$ cat config.mk
export PLATFORM = sky130hd
export DESIGN_NAME = nibble_serial_subtractor
export DESIGN_NICKNAME = d
export VERILOG_FILES = /design/src/rtl/nibble_serial_subtractor.sv
export SDC_FILE = /design/constraint.sdc
export NUM_CORES = 1
export LEC_CHECK = 0
export ABC_AREA = 1
export CORE_MARGIN = 2
export CORE_UTILIZATION = 30
export DETAILED_ROUTE_END_ITERATION = 12
export GPL_TIMING_DRIVEN = 0
export PLACE_DENSITY = 0.54
export SYNTH_ARGS = -nofsm -noshare
export SYNTH_HDL_FRONTEND = slang
export SYNTH_SLANG_ARGS = --single-unit
$ cat constraint.sdc
create_clock -name clk -period 2.7 [get_ports clk]
set_input_delay 0.405 -clock clk [delete_from_list [all_inputs] [get_ports clk]]
set_output_delay 0.405 -clock clk [all_outputs]
set_load 0.01 [all_outputs]
$ cat src/rtl/nibble_serial_subtractor.sv
// Wide subtractor built from one 4-bit borrow-chained slice.
// Sequences NIBBLES slice passes, LS nibble first, behind start/busy/done.

module full_subtractor (
   input  logic a,
   input  logic b,
   input  logic bi,
   output logic d,
   output logic bo
);
   assign d  = a ^ b ^ bi;
   assign bo = (~a & b) | (~(a ^ b) & bi);
endmodule

module nibble_serial_subtractor #(
   parameter int NIBBLES = 4
) (
   input  logic                 clk,
   input  logic                 rst_n,
   input  logic                 start,
   input  logic [4*NIBBLES-1:0] A,
   input  logic [4*NIBBLES-1:0] B,
   output logic                 busy,
   output logic                 done,
   output logic [4*NIBBLES-1:0] Diff,
   output logic                 Borrow,
   output logic                 Zero,
   output logic                 Ovf
);
   localparam int W = 4 * NIBBLES;
   localparam logic [3:0] LAST = 4'(NIBBLES - 1);

   typedef enum logic [1:0] {
      IDLE = 2'd0,
      RUN  = 2'd1,
      DONE = 2'd2
   } state_t;

   state_t         state_q, state_d;
   logic [W-1:0]   a_q, a_d;
   logic [W-1:0]   b_q, b_d;
   logic [W-1:0]   work_q, work_d;
   logic           brw_q, brw_d;
   logic [3:0]     idx_q, idx_d;
   logic           amsb_q, amsb_d;
   logic           bmsb_q, bmsb_d;
   logic [W-1:0]   diff_q, diff_d;
   logic           bout_q, bout_d;
   logic           zero_q, zero_d;
   logic           ovf_q, ovf_d;

   logic [4:0]     chain;
   logic [3:0]     nib;
   logic [W+3:0]   shifted;
   logic [W-1:0]   work_nx;

   assign chain[0] = brw_q;

   genvar i;
   generate
      for (i = 0; i < 4; i++) begin : g_slice
         full_subtractor u_fs (
            .a  (a_q[i]),
            .b  (b_q[i]),
            .bi (chain[i]),
            .d  (nib[i]),
            .bo (chain[i+1])
         );
      end
   endgenerate

   assign shifted = {nib, work_q};
   assign work_nx = shifted[W+3:4];

   // Next-state logic: accept, step one nibble per cycle, publish result.
   always_comb begin
      state_d = state_q;
      a_d     = a_q;
      b_d     = b_q;
      work_d  = work_q;
      brw_d   = brw_q;
      idx_d   = idx_q;
      amsb_d  = amsb_q;
      bmsb_d  = bmsb_q;
      diff_d  = diff_q;
      bout_d  = bout_q;
      zero_d  = zero_q;
      ovf_d   = ovf_q;
      unique case (state_q)
         IDLE: begin
            if (start) begin
               a_d     = A;
               b_d     = B;
               work_d  = '0;
               brw_d   = 1'b0;
               idx_d   = 4'd0;
               amsb_d  = A[W-1];
               bmsb_d  = B[W-1];
               state_d = RUN;
            end
         end
         RUN: begin
            a_d    = a_q >> 4;
            b_d    = b_q >> 4;
            work_d = work_nx;
            brw_d  = chain[4];
            idx_d  = idx_q + 4'd1;
            if (idx_q == LAST) begin
               state_d = DONE;
               diff_d  = work_nx;
               bout_d  = chain[4];
               zero_d  = (work_nx == '0);
               ovf_d   = (amsb_q != bmsb_q) &&
                         (work_nx[W-1] != amsb_q);
            end
         end
         DONE: state_d = IDLE;
         default: state_d = IDLE;
      endcase
   end

   // State and datapath registers; reset discards any in-flight work.
   always_ff @(posedge clk or negedge rst_n) begin
      if (!rst_n) begin
         state_q <= IDLE;
         a_q     <= '0;
         b_q     <= '0;
         work_q  <= '0;
         brw_q   <= 1'b0;
         idx_q   <= 4'd0;
         amsb_q  <= 1'b0;
         bmsb_q  <= 1'b0;
         diff_q  <= '0;
         bout_q  <= 1'b0;
         zero_q  <= 1'b0;
         ovf_q   <= 1'b0;
      end else begin
         state_q <= state_d;
         a_q     <= a_d;
         b_q     <= b_d;
         work_q  <= work_d;
         brw_q   <= brw_d;
         idx_q   <= idx_d;
         amsb_q  <= amsb_d;
         bmsb_q  <= bmsb_d;
         diff_q  <= diff_d;
         bout_q  <= bout_d;
         zero_q  <= zero_d;
         ovf_q   <= ovf_d;
      end
   end

   assign busy   = (state_q == RUN);
   assign done   = (state_q == DONE);
   assign Diff   = diff_q;
   assign Borrow = bout_q;
   assign Zero   = zero_q;
   assign Ovf    = ovf_q;
endmodule

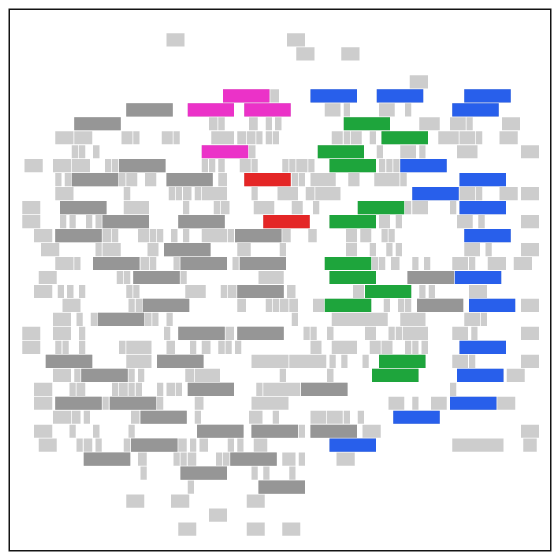
Figure 1: sequential cells grouped by signal name.
Other sequential cells in the stronger grey, the rest of the logic in the fainter grey.
Red marks state_q, placed flops 2. Blue marks Diff, placed flops 16. Green marks work_q, placed flops 12. Magenta marks idx_q, placed flops 4, where top middle.
Another 38 sequential cells are not coloured.

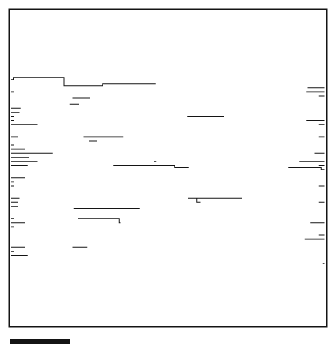
Figure 2: the metal 3 layer.
Scale bar: 20 um.
The longest straight run is 21.6 um. 48 nets have wire on it. The wires run mostly horizontal. The layer holds 4.7% of the routed length. The layer carries 322 um of wire.

==> Changelog: implementation <==
### Changed

- Routed wire per std cell: 13.0 um
- Layout filler cell count: 990
- Logic gate share of total power: 0.425
- Met3 Track Usage GR: 0.0393
- First DRT Iteration DRCs: 103
- Tool warning count: 26
- Post-synth ARST share: 1.00
- First-pass GRT wire length: 11.8 mm
- Simple-Gate Fraction of Synth Area: 0.208
- Main logic family after synthesis: simple AND/OR/NAND/NOR gates
- Critical path's top delay family: adder cells
- Total power: 4.59 mW
- Yosys adder share: 0.0302
- Comb group: 1.95 mW
- Share of cells above drive strength 1: 0.133
- Vias in the first global route: 2366
- Max Used Layer: met4
- Flop count: 72
- Max Root-Sink Buffers: 2
- Hold Fails Final Rpt: 0
- Comb/total area: 0.263
- HP Class: input pin to asynchronous set/reset pin
- Top cells by count: nand2_1, dfrtp_1, inv_1, nor2_1, o22ai_1
- AO/OA Area Share: 0.109
- Root Driver: clkbuf_8
- Gate Area: 1060 sq um
- Cts hold-fix bufs: 1
- Arrival @ worst endpoint: 2.72 ns
- N_taps: 133
- Largest net degree at the start of global routing: 58
- Post-synthesis xor/xnor area fraction: 0
- Synth Area per Inst: 9.44 sq um
- Clock sink count: 72
- Top FF cell, synth: dfrtp_1
- Buf/Inv on CP: 4
- Clock buffer count: 14
- Mux share: 0
- Met2 Track Usage GR: 0.211
- CP endpoint kind: flop
- Clk pwr share: 0.199
- Place WS: 0.139 ns
- Die height: 105 um
- Worst-path cell chain: inv_1 -> fa_1 -> inv_1 -> fa_1 -> fa_1 -> inv_1 -> fa_1 -> inv_1 -> nor3_1 -> o21ai_1 -> nand2_1
- Relative slew slack: 0.707
- Worst R2R Path Depth: 11
- TritonCTS clock tree: built
- DR vias/cell: 4.44
- Chip area: 11000 sq um
- Clock group: 0.913 mW
- Syn-to-layout area delta: 31.6%
- IO buf count: 55
- Yosys top cell by area: dfrtp_1
- Crit path time final: 2.49 ns
- Synthesis area per yosys: 3070 sq um
- Vias: 2355
- Synth unique cells: 20
- First-pass DRT Iterations: 4
- Non-clock inverters: 30
- Routed met1 length: 3.35 mm
- Syn nets: 365
- Latency at later pin: 0.34 ns
- Initial antenna violation count: 0
- Ys cells: 325
- Top-count cell post-synth: nand2_1
- Drc violations: 0
- Yosys warnings: 0
- Worst-path clk slew: 0.07 ns
- Initial Util: 0.311
- Seq/total area: 0.446
- Cts bufs inserted: 9
- Met2 wire length: 3.16 mm
- Critical path launch point type: flop
- Critical path type: flop to flop
- Unrepaired setup endpoints after global routing: no
- Post-DRT Antenna Nets: 0
- CORE AREA: 9860 sq um
- Row count: 36
- Worst path max stage delay: 0.45 ns
- Grt total ovfl: 0
- Psw: 1.72 mW
- Data required, critical path: 2.93 ns
- Post-Route Setup TNS: 0 ns
- Placement Cell Area: 3810 sq um
- Sequential cell area: 1800 sq um
- Final setup fails: 0
- Post-CTS setup buffers: 0
- # Max-Cap Violations: 0
- Total Routed Length: 6.91 mm
- Number of gates resized after CTS: 0
- Slowest cell on crit path: fa_1
- Placer congestion estimate: 0.791
- Worst vdd ir: 0.350 mV
- Tcrit/Tclk final: 0.922
- Non-clock buffers, area share: 0.167
- Die W: 105 um
- Detailed placer's ending HPWL: 4.95 mm
- Nets@finish: 433
- Antenna diodes: 0
- Power per cell area: 1140 nW/um^2
- Pint: 2.87 mW
- Max Slew Vio Count: 0
- Leading cell kind: sequential cells
- Biggest area cells: dfrtp_1, nand2_1, o21ai_2
- Worst hold slack: 0.468 ns
- Met3 routed wirelength: 321 um
- Post-synth EDFFs: 0
- Final instance area: 4040 sq um
- Max FO, Critical Path: 3
- Flop pwr share: 0.376
- Biggest consumer: combinational logic
- Total Routing Usage GR: 0.136
- H-tree depth: 3
- Reg2Reg Launch Point: b_q[0]
- #MultiIn Comb: 210
- Worst slew pin tran: 0.439 ns
- Post-Syn Area: 3070 sq um
- Post-synthesis sequential area ratio: 0.588
- Status: finished clean
- Syn Inst Count: 325
- Non-clk bufs: 70
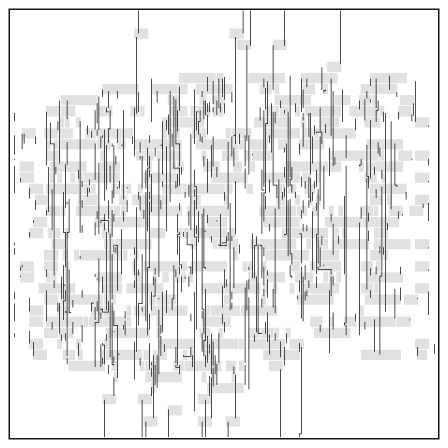
Figure 3: the metal 2 layer.
The layer holds 46% of the routed length. 330 nets have wire on it. The wires run mostly vertical.

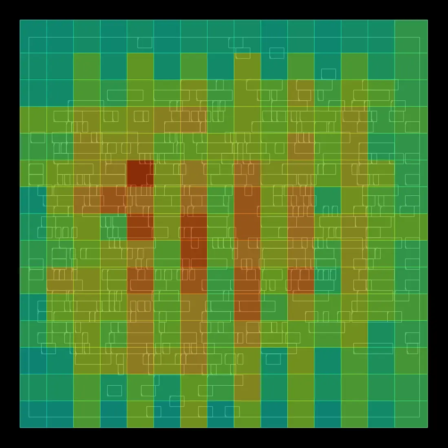
Figure 4: routing congestion.
GRT busiest layer: met2
met1 Track Usage GR: 0.184
Core Util, Final: 0.409

-- logic make-up (layout without fill, tap and decap cells) --
group / count (synthesis) / in the layout
AND/OR/NAND/NOR: 158 / 158
flip-flops: 72 / 72
AND-OR/OR-AND: 47 / 47
buffers and inverters: 43 / 116
adder cells (fa/ha/maj): 5 / 5
-- final timing paths --
check | slack, ns | to
max | 0.21 | Ovf
min | 0.47 | Diff[9]
max reg2reg | 0.21 | Ovf
min reg2reg | 0.48 | a_q[14]
max in group asynchronous | 1.68 | b_q[2]
min in group clk | 0.48 | a_q[14]
-- layout by cell type (no fill, tap or decap), types with 8 or more instances in the layout --
cell	instances
buf_2	8
clkbuf_8	13
clkdlybuf4s50_1	54
dfrtp_1	72
inv_1	27
nand2_1	108
nand3_1	17
nor2_1	27
o21ai_2	17
o22ai_1	19
Power figures rest on the tool's default switching activity, not on a simulated workload.
